[config.mk]
export PLATFORM = sky130hd
export DESIGN_NAME = stream_serializer
export DESIGN_NICKNAME = d
export VERILOG_FILES = /design/src/rtl/stream_pkg.sv /design/src/rtl/stream_serializer.sv
export SDC_FILE = /design/constraint.sdc
export NUM_CORES = 1
export LEC_CHECK = 0
export CORE_MARGIN = 2
export CORE_UTILIZATION = 56
export DETAILED_ROUTE_END_ITERATION = 6
export PLACE_DENSITY = 0.85
export SYNTH_ARGS = -nofsm -noshare
export SYNTH_HDL_FRONTEND = slang
export SYNTH_SLANG_ARGS = --single-unit
[constraint.sdc]
create_clock -name clk -period 3.2 [get_ports clk]
set_clock_uncertainty 0.1 [all_clocks]
set_input_delay 0.32 -clock clk [delete_from_list [all_inputs] [get_ports clk]]
set_output_delay 0.32 -clock clk [all_outputs]
set_load 0.02 [all_outputs]
[src/rtl/stream_pkg.sv]
`default_nettype none
// ============================================================================
// Module   : stream_pkg
// Purpose  : Shared types and constants for the serial stream blocks.
//            - ser_state_t   : serializer state encoding
//            - STREAM_WORD_W : default parallel word width
// Revision : 1.0  initial release
// ============================================================================
package stream_pkg;

    // Default parallel word width shared by the stream serializer and detector.
    localparam int STREAM_WORD_W = 32;

    // Serializer states. The encoding is fixed so the state register is
    // always 2 bits wide, independent of which states are reachable.
    typedef enum logic [1:0] {
        ST_IDLE   = 2'd0,
        ST_SHIFT  = 2'd1,
        ST_PARITY = 2'd2,
        ST_GAP    = 2'd3
    } ser_state_t;

endpackage : stream_pkg
`default_nettype wire

[src/rtl/stream_serializer.sv]
`default_nettype none
// ============================================================================
// Module   : stream_serializer
// Purpose  : Accepts parallel words over a valid/ready handshake and shifts
//            each word out MSB-first, one bit per clock, on a registered
//            single-bit stream with a qualifying stream_valid. Optional idle
//            gap between frames and optional trailing even-parity bit.
//
// Build option:
//   STREAM_SERIALIZER_PARITY_EN  defined   -> every frame ends with the
//                                             even-parity bit of the word
//                                undefined -> frame is exactly WORD_W bits
//
// Parameters:
//   WORD_W      word width in bits (>= 2)
//   GAP_CYCLES  idle cycles between frames (0 = back-to-back frames)
//
// Ports:
//   clk           in   clock, rising edge
//   rst           in   synchronous active-high reset
//   word_in       in   parallel word, bit WORD_W-1 is sent first
//   word_valid    in   word_in is offered
//   word_ready    out  word_in is accepted this cycle (no path from word_valid)
//   stream        out  serial data bit, registered, 0 when not valid
//   stream_valid  out  stream carries a frame bit, registered
//   last_bit      out  current stream bit is the last bit of the frame
//   busy          out  serializer is not idle
//
// Revision : 1.0  initial release
// ============================================================================
module stream_serializer
    import stream_pkg::*;
#(
    parameter int WORD_W     = STREAM_WORD_W,
    parameter int GAP_CYCLES = 0
) (
    input  logic              clk,
    input  logic              rst,
    input  logic [WORD_W-1:0] word_in,
    input  logic              word_valid,
    output logic              word_ready,
    output logic              stream,
    output logic              stream_valid,
    output logic              last_bit,
    output logic              busy
);

    localparam int CNT_W = $clog2(WORD_W);
    localparam int GAP_W = (GAP_CYCLES > 0) ? $clog2(GAP_CYCLES + 1) : 1;

    localparam logic [CNT_W-1:0] c_CNT_LAST = CNT_W'(WORD_W - 1);
    localparam logic [CNT_W-1:0] c_CNT_ONE  = CNT_W'(1);
    localparam logic [GAP_W-1:0] c_GAP_ONE  = GAP_W'(1);

    // The IDLE cycle in which the next word is accepted is itself one of the
    // idle cycles between frames, so the GAP state only covers the remaining
    // GAP_CYCLES-1 cycles. With GAP_CYCLES <= 1 the GAP state is skipped.
    localparam logic [GAP_W-1:0] c_GAP_LOAD =
        (GAP_CYCLES > 1) ? GAP_W'(GAP_CYCLES - 2) : '0;
    localparam ser_state_t c_POST_FRAME = (GAP_CYCLES > 1) ? ST_GAP : ST_IDLE;
    localparam bit c_BACK_TO_BACK = (GAP_CYCLES == 0);

`ifdef STREAM_SERIALIZER_PARITY_EN
    localparam bit c_PARITY_EN = 1'b1;
`else
    localparam bit c_PARITY_EN = 1'b0;
`endif

    // ------------------------------------------------------------------------
    // State and datapath registers
    // ------------------------------------------------------------------------
    ser_state_t        r_state;
    logic [WORD_W-1:0] r_shift;        // bits still to be sent, next one at MSB
    logic [CNT_W-1:0]  r_bit_cnt;      // index of the bit currently on stream
    logic [GAP_W-1:0]  r_gap_cnt;
    logic              r_stream;
    logic              r_stream_valid;
    logic              r_last_bit;
`ifdef STREAM_SERIALIZER_PARITY_EN
    logic              r_parity;       // even parity of the word in flight
    logic              w_parity_nxt;
`endif

    ser_state_t        w_state_nxt;
    logic [WORD_W-1:0] w_shift_nxt;
    logic [CNT_W-1:0]  w_bit_cnt_nxt;
    logic [GAP_W-1:0]  w_gap_cnt_nxt;
    logic              w_stream_nxt;
    logic              w_stream_valid_nxt;
    logic              w_last_bit_nxt;
    logic              w_final_bit;
    logic              w_xfer;

    // ------------------------------------------------------------------------
    // Handshake: ready depends on state/counter only. The final bit cycle of
    // a frame is also ready when frames may run back-to-back. Ready is held
    // low while reset is asserted so no word is taken during reset.
    // ------------------------------------------------------------------------
`ifdef STREAM_SERIALIZER_PARITY_EN
    assign w_final_bit = (r_state == ST_PARITY);
`else
    assign w_final_bit = (r_state == ST_SHIFT) && (r_bit_cnt == '0);
`endif

    assign word_ready = !rst &&
                        ((r_state == ST_IDLE) || (c_BACK_TO_BACK && w_final_bit));
    assign w_xfer     = word_valid && word_ready;

    // ------------------------------------------------------------------------
    // Next-state and next-output logic
    // ------------------------------------------------------------------------
    always_comb begin
        w_state_nxt        = r_state;
        w_shift_nxt        = r_shift;
        w_bit_cnt_nxt      = r_bit_cnt;
        w_gap_cnt_nxt      = r_gap_cnt;
        w_stream_nxt       = 1'b0;
        w_stream_valid_nxt = 1'b0;
        w_last_bit_nxt     = 1'b0;
`ifdef STREAM_SERIALIZER_PARITY_EN
        w_parity_nxt       = r_parity;
`endif

        case (r_state)
            ST_SHIFT: begin
                if (r_bit_cnt != '0) begin
                    w_stream_nxt       = r_shift[WORD_W-1];
                    w_stream_valid_nxt = 1'b1;
                    w_shift_nxt        = {r_shift[WORD_W-2:0], 1'b0};
                    w_bit_cnt_nxt      = r_bit_cnt - c_CNT_ONE;
                    // The LSB closes the frame only when no parity follows.
                    w_last_bit_nxt     = !c_PARITY_EN && (r_bit_cnt == c_CNT_ONE);
                end else begin
`ifdef STREAM_SERIALIZER_PARITY_EN
                    w_state_nxt        = ST_PARITY;
                    w_stream_nxt       = r_parity;
                    w_stream_valid_nxt = 1'b1;
                    w_last_bit_nxt     = 1'b1;
`else
                    w_state_nxt        = c_POST_FRAME;
                    w_gap_cnt_nxt      = c_GAP_LOAD;
`endif
                end
            end

            ST_PARITY: begin
`ifdef STREAM_SERIALIZER_PARITY_EN
                w_state_nxt   = c_POST_FRAME;
                w_gap_cnt_nxt = c_GAP_LOAD;
`else
                w_state_nxt   = ST_IDLE;
`endif
            end

            ST_GAP: begin
                if (r_gap_cnt == '0) begin
                    w_state_nxt = ST_IDLE;
                end else begin
                    w_gap_cnt_nxt = r_gap_cnt - c_GAP_ONE;
                end
            end

            default: begin
                w_state_nxt = ST_IDLE;
            end
        endcase

        // A transfer overrides everything: it happens in IDLE or in the final
        // bit cycle, and the new MSB goes out directly in the next cycle.
        if (w_xfer) begin
            w_state_nxt        = ST_SHIFT;
            w_stream_nxt       = word_in[WORD_W-1];
            w_stream_valid_nxt = 1'b1;
            w_last_bit_nxt     = 1'b0;
            w_shift_nxt        = {word_in[WORD_W-2:0], 1'b0};
            w_bit_cnt_nxt      = c_CNT_LAST;
            w_gap_cnt_nxt      = '0;
`ifdef STREAM_SERIALIZER_PARITY_EN
            w_parity_nxt       = ^word_in;
`endif
        end
    end

    // ------------------------------------------------------------------------
    // Registers
    // ------------------------------------------------------------------------
    always_ff @(posedge clk) begin
        if (rst) begin
            r_state        <= ST_IDLE;
            r_shift        <= '0;
            r_bit_cnt      <= '0;
            r_gap_cnt      <= '0;
            r_stream       <= 1'b0;
            r_stream_valid <= 1'b0;
            r_last_bit     <= 1'b0;
`ifdef STREAM_SERIALIZER_PARITY_EN
            r_parity       <= 1'b0;
`endif
        end else begin
            r_state        <= w_state_nxt;
            r_shift        <= w_shift_nxt;
            r_bit_cnt      <= w_bit_cnt_nxt;
            r_gap_cnt      <= w_gap_cnt_nxt;
            r_stream       <= w_stream_nxt;
            r_stream_valid <= w_stream_valid_nxt;
            r_last_bit     <= w_last_bit_nxt;
`ifdef STREAM_SERIALIZER_PARITY_EN
            r_parity       <= w_parity_nxt;
`endif
        end
    end

    assign stream       = r_stream;
    assign stream_valid = r_stream_valid;
    assign last_bit     = r_last_bit;
    assign busy         = (r_state != ST_IDLE);

endmodule : stream_serializer
`default_nettype wire

==> metrics.yaml <==
outcome:
  status: "finished clean"
drt:
  drt_iter0_drc: 141
  dr.pass1.iters: 4
  routed_wl_um: 4520
yosys:
  yosys_area_um2: 2160
  netlist.area_leader.share: 0.371
  ys_cells: 227
  top_cells_by_area: "dfxtp_1 37%, a221oi_2 20%, nor3_1 15%"
  ff_type: "dfxtp_1"
  fp_nets: 265
  netlist_instances: 227
  syn_area_um2: 2160
  async_flop_share: 0
  post_synth_num_cell_types: 32
floorplan:
  die_x_um: 66.0
  fp.dieH_um: 66.0
  row_count: 22
  dieArea_um2: 4360
  core_um2: 3690
clock_tree:
  clk_pin_slew_ns: 0.07
  cts_tree: "done"
  hold_buffers: 0
  clk_latency_ns: 0.29
  cts_buffer_depth: 2
  numCtsBuffers: 5
  post_cts_buffers: 0
  clock-sinks: 40
  cts-root-buf: "clkbuf_8"
sta:
  max_freq_mhz: 412
  finalClockPeriodUsage: 0.759
  fin_setup_tns_ns: 0
  tightest_slew_ns: 0.689
  finalMaxSlewViolations: 0
  slew_headroom: 0.541
  fin_crit_ns: 2.43
  setup_viol_count_final: 0
  setup_slack_ns: 0.771
critical_path:
  end_kind: "output pin"
  crit_path_max_fanout: 5
  worstSetupPathType: "flop to output pin"
  arrival_ns: 2.01
  max_stage_delay_ns: 0.60
  r2r_cells: 5
  regToRegEndpoint: "r_bit_cnt[0]$_SDFFE_PP0P_"
  path_cells: "inv_1 > ha_1 > nor4b_4 > nor2_1 > nor2_1 > clkdlybuf4s50_1"
  worst_setup_path_start_kind: "flop"
final_layout:
  area_growth_pct: 20.3
  drive_above_1_share: 0.190
  seqCellArea_um2: 802
  diodes: 0
  fill_cells: 286
  comb_area_um2: 1190
global_route:
  antenna_found_initial: 0
  track_usage: 0.232
  grt_pass1_wl_um: 7730
placement:
  gp_congestion: 0.805
  port_buffers: 39
worst_hold_path:
  hp-class: "flop to flop"
  hold_depth: 2
power:
  p_leak_uw: 0.000888
  powerDensity_nw_per_um2: 496
  design_power_total_uw: 1290
flow_run:
  tool_warnings: 28
  cap_viol_max_count: 0
cells in the mapped netlist, drive strengths merged, types with 2 or more instances:
cell    instances
or4b            2
a211oi          3
nor2b          30
buf            19
clkbuf          9
a21oi           2
nor2            6
ha              3
dfxtp          40
nor3           64
inv             3
a221oi         31
metal layers:
layer	GRT usage	vias up	routed length (um)	share of wire
met3	0.0664	5	223	0.049
met1	0.297	842	2070	0.46
met4	0.0893	0	70	0.015
met2	0.367	34	2160	0.48
li1	-	899	-	-
met5	0	-	0	0
flip-flops by register name, indices dropped and copies added (netlist names):
signal / count
stream_valid: 1
stream: 1
r_state: 1
r_shift: 31
r_bit_cnt: 5
last_bit: 1
metrics by stage:
step | cell area [um^2] | instances | hold WS [ns]
3_3_place_gp | 2500 | 292 | 0.406
4_1_cts | 2590 | 300 | 0.437
6_report | 2590 | 300 | 0.432
3_5_place_dp | 2500 | 292 | 0.425
5_1_grt | 2590 | 300 | 0.451
2_1_floorplan | 2160 | 227 | 0.356
worst max-delay path by stage:
stage,start,end,slack (ns),cells after the start
6_report,r_bit_cnt[0]$_SDFFE_PP0P_,word_ready,0.77,6
5_1_grt,r_bit_cnt[0]$_SDFFE_PP0P_,word_ready,0.62,6
4_1_cts,r_bit_cnt[0]$_SDFFE_PP0P_,word_ready,0.76,6
3_5_place_dp,r_bit_cnt[0]$_SDFFE_PP0P_,word_ready,1.09,6
3_3_place_gp,r_bit_cnt[0]$_SDFFE_PP0P_,word_ready,1.12,6
2_1_floorplan,r_bit_cnt[0]$_SDFFE_PP0P_,word_ready,1.38,5
critical path, delay by kind of cell (launching register included):
family        cells  cell delay (ns)
fa+ha+maj         1             0.21
buf+inv           2             0.71
flops             1             0.33
simple gates      3             0.46
cell usage in the layout, fill, tap and decap left out:
cell,netlist,routed
nor3_1,64,64
dfxtp_1,40,39
clkdlybuf4s50_1,0,38
nor2b_1,30,30
a221oi_2,29,29
nor2_1,6,6
clkbuf_8,0,6
buf_4,0,6
inv_1,3,3
a211oi_1,3,3
ha_1,3,3
a221oi_1,2,2
clkbuf_1,9,2
clkinv_1,1,1
nor4b_4,0,1
or4b_4,1,1
o21ai_0,1,1
nand2_1,1,1
or4b_2,1,1
o31ai_1,1,1
a31oi_1,1,1
nor4_1,1,1
and3_1,1,1
nand3_1,1,1
o211ai_1,1,1
a21oi_1,1,1
mux2i_1,1,1
a21oi_2,1,1
a31o_2,1,1
nor3b_1,1,1
nand3b_1,1,1
o41ai_1,1,1
buf_2,9,1
dfxtp_2,0,1
cells by family (layout without fill, tap and decap cells):
group | Yosys count | count (layout) | synth area share
fa+ha+maj | 3 | 3 | 0.0174
compound gates | 42 | 42 | 0.247
buf+inv | 32 | 57 | 0.0783
simple gates | 109 | 109 | 0.281
mux | 1 | 1 | 0.00464
flops | 40 | 40 | 0.371
layout make-up:
type / instances / share of cell area
timing repair buffer: 45 / 0.166
inverter: 4 / 0.00579
multi-input combinational: 155 / 0.461
sequential: 40 / 0.309
tap: 48 / 0.0232
clock buffer: 8 / 0.0347
report_power, final:
group          total (uW)  internal, uW  switching, uW  leakage (uW)
Clock                 349           176            173     0.0000455
Combinational         348           169            179      0.000510
Sequential            590           553           37.5      0.000332
Total                1290           898            389      0.000888
### M1 wires

Supply wires on this layer in gray.
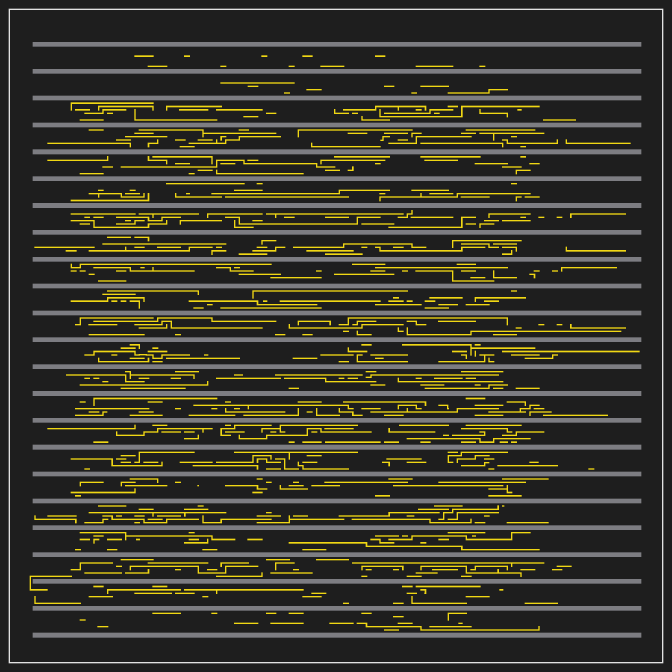
253 nets have wire on it. The layer holds 46% of the routed length. The wires run mostly horizontal.

### I/O nets highlighted

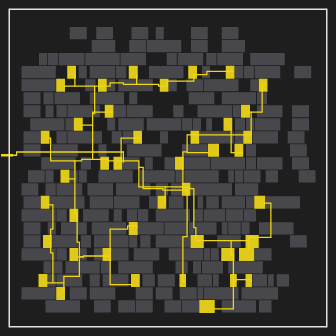
Yellow marks `rst`, bits 1, direction input, end cells 42, buffers 2, wire 381 um.

No activity file was given, so power comes from the tool's default toggle rates.
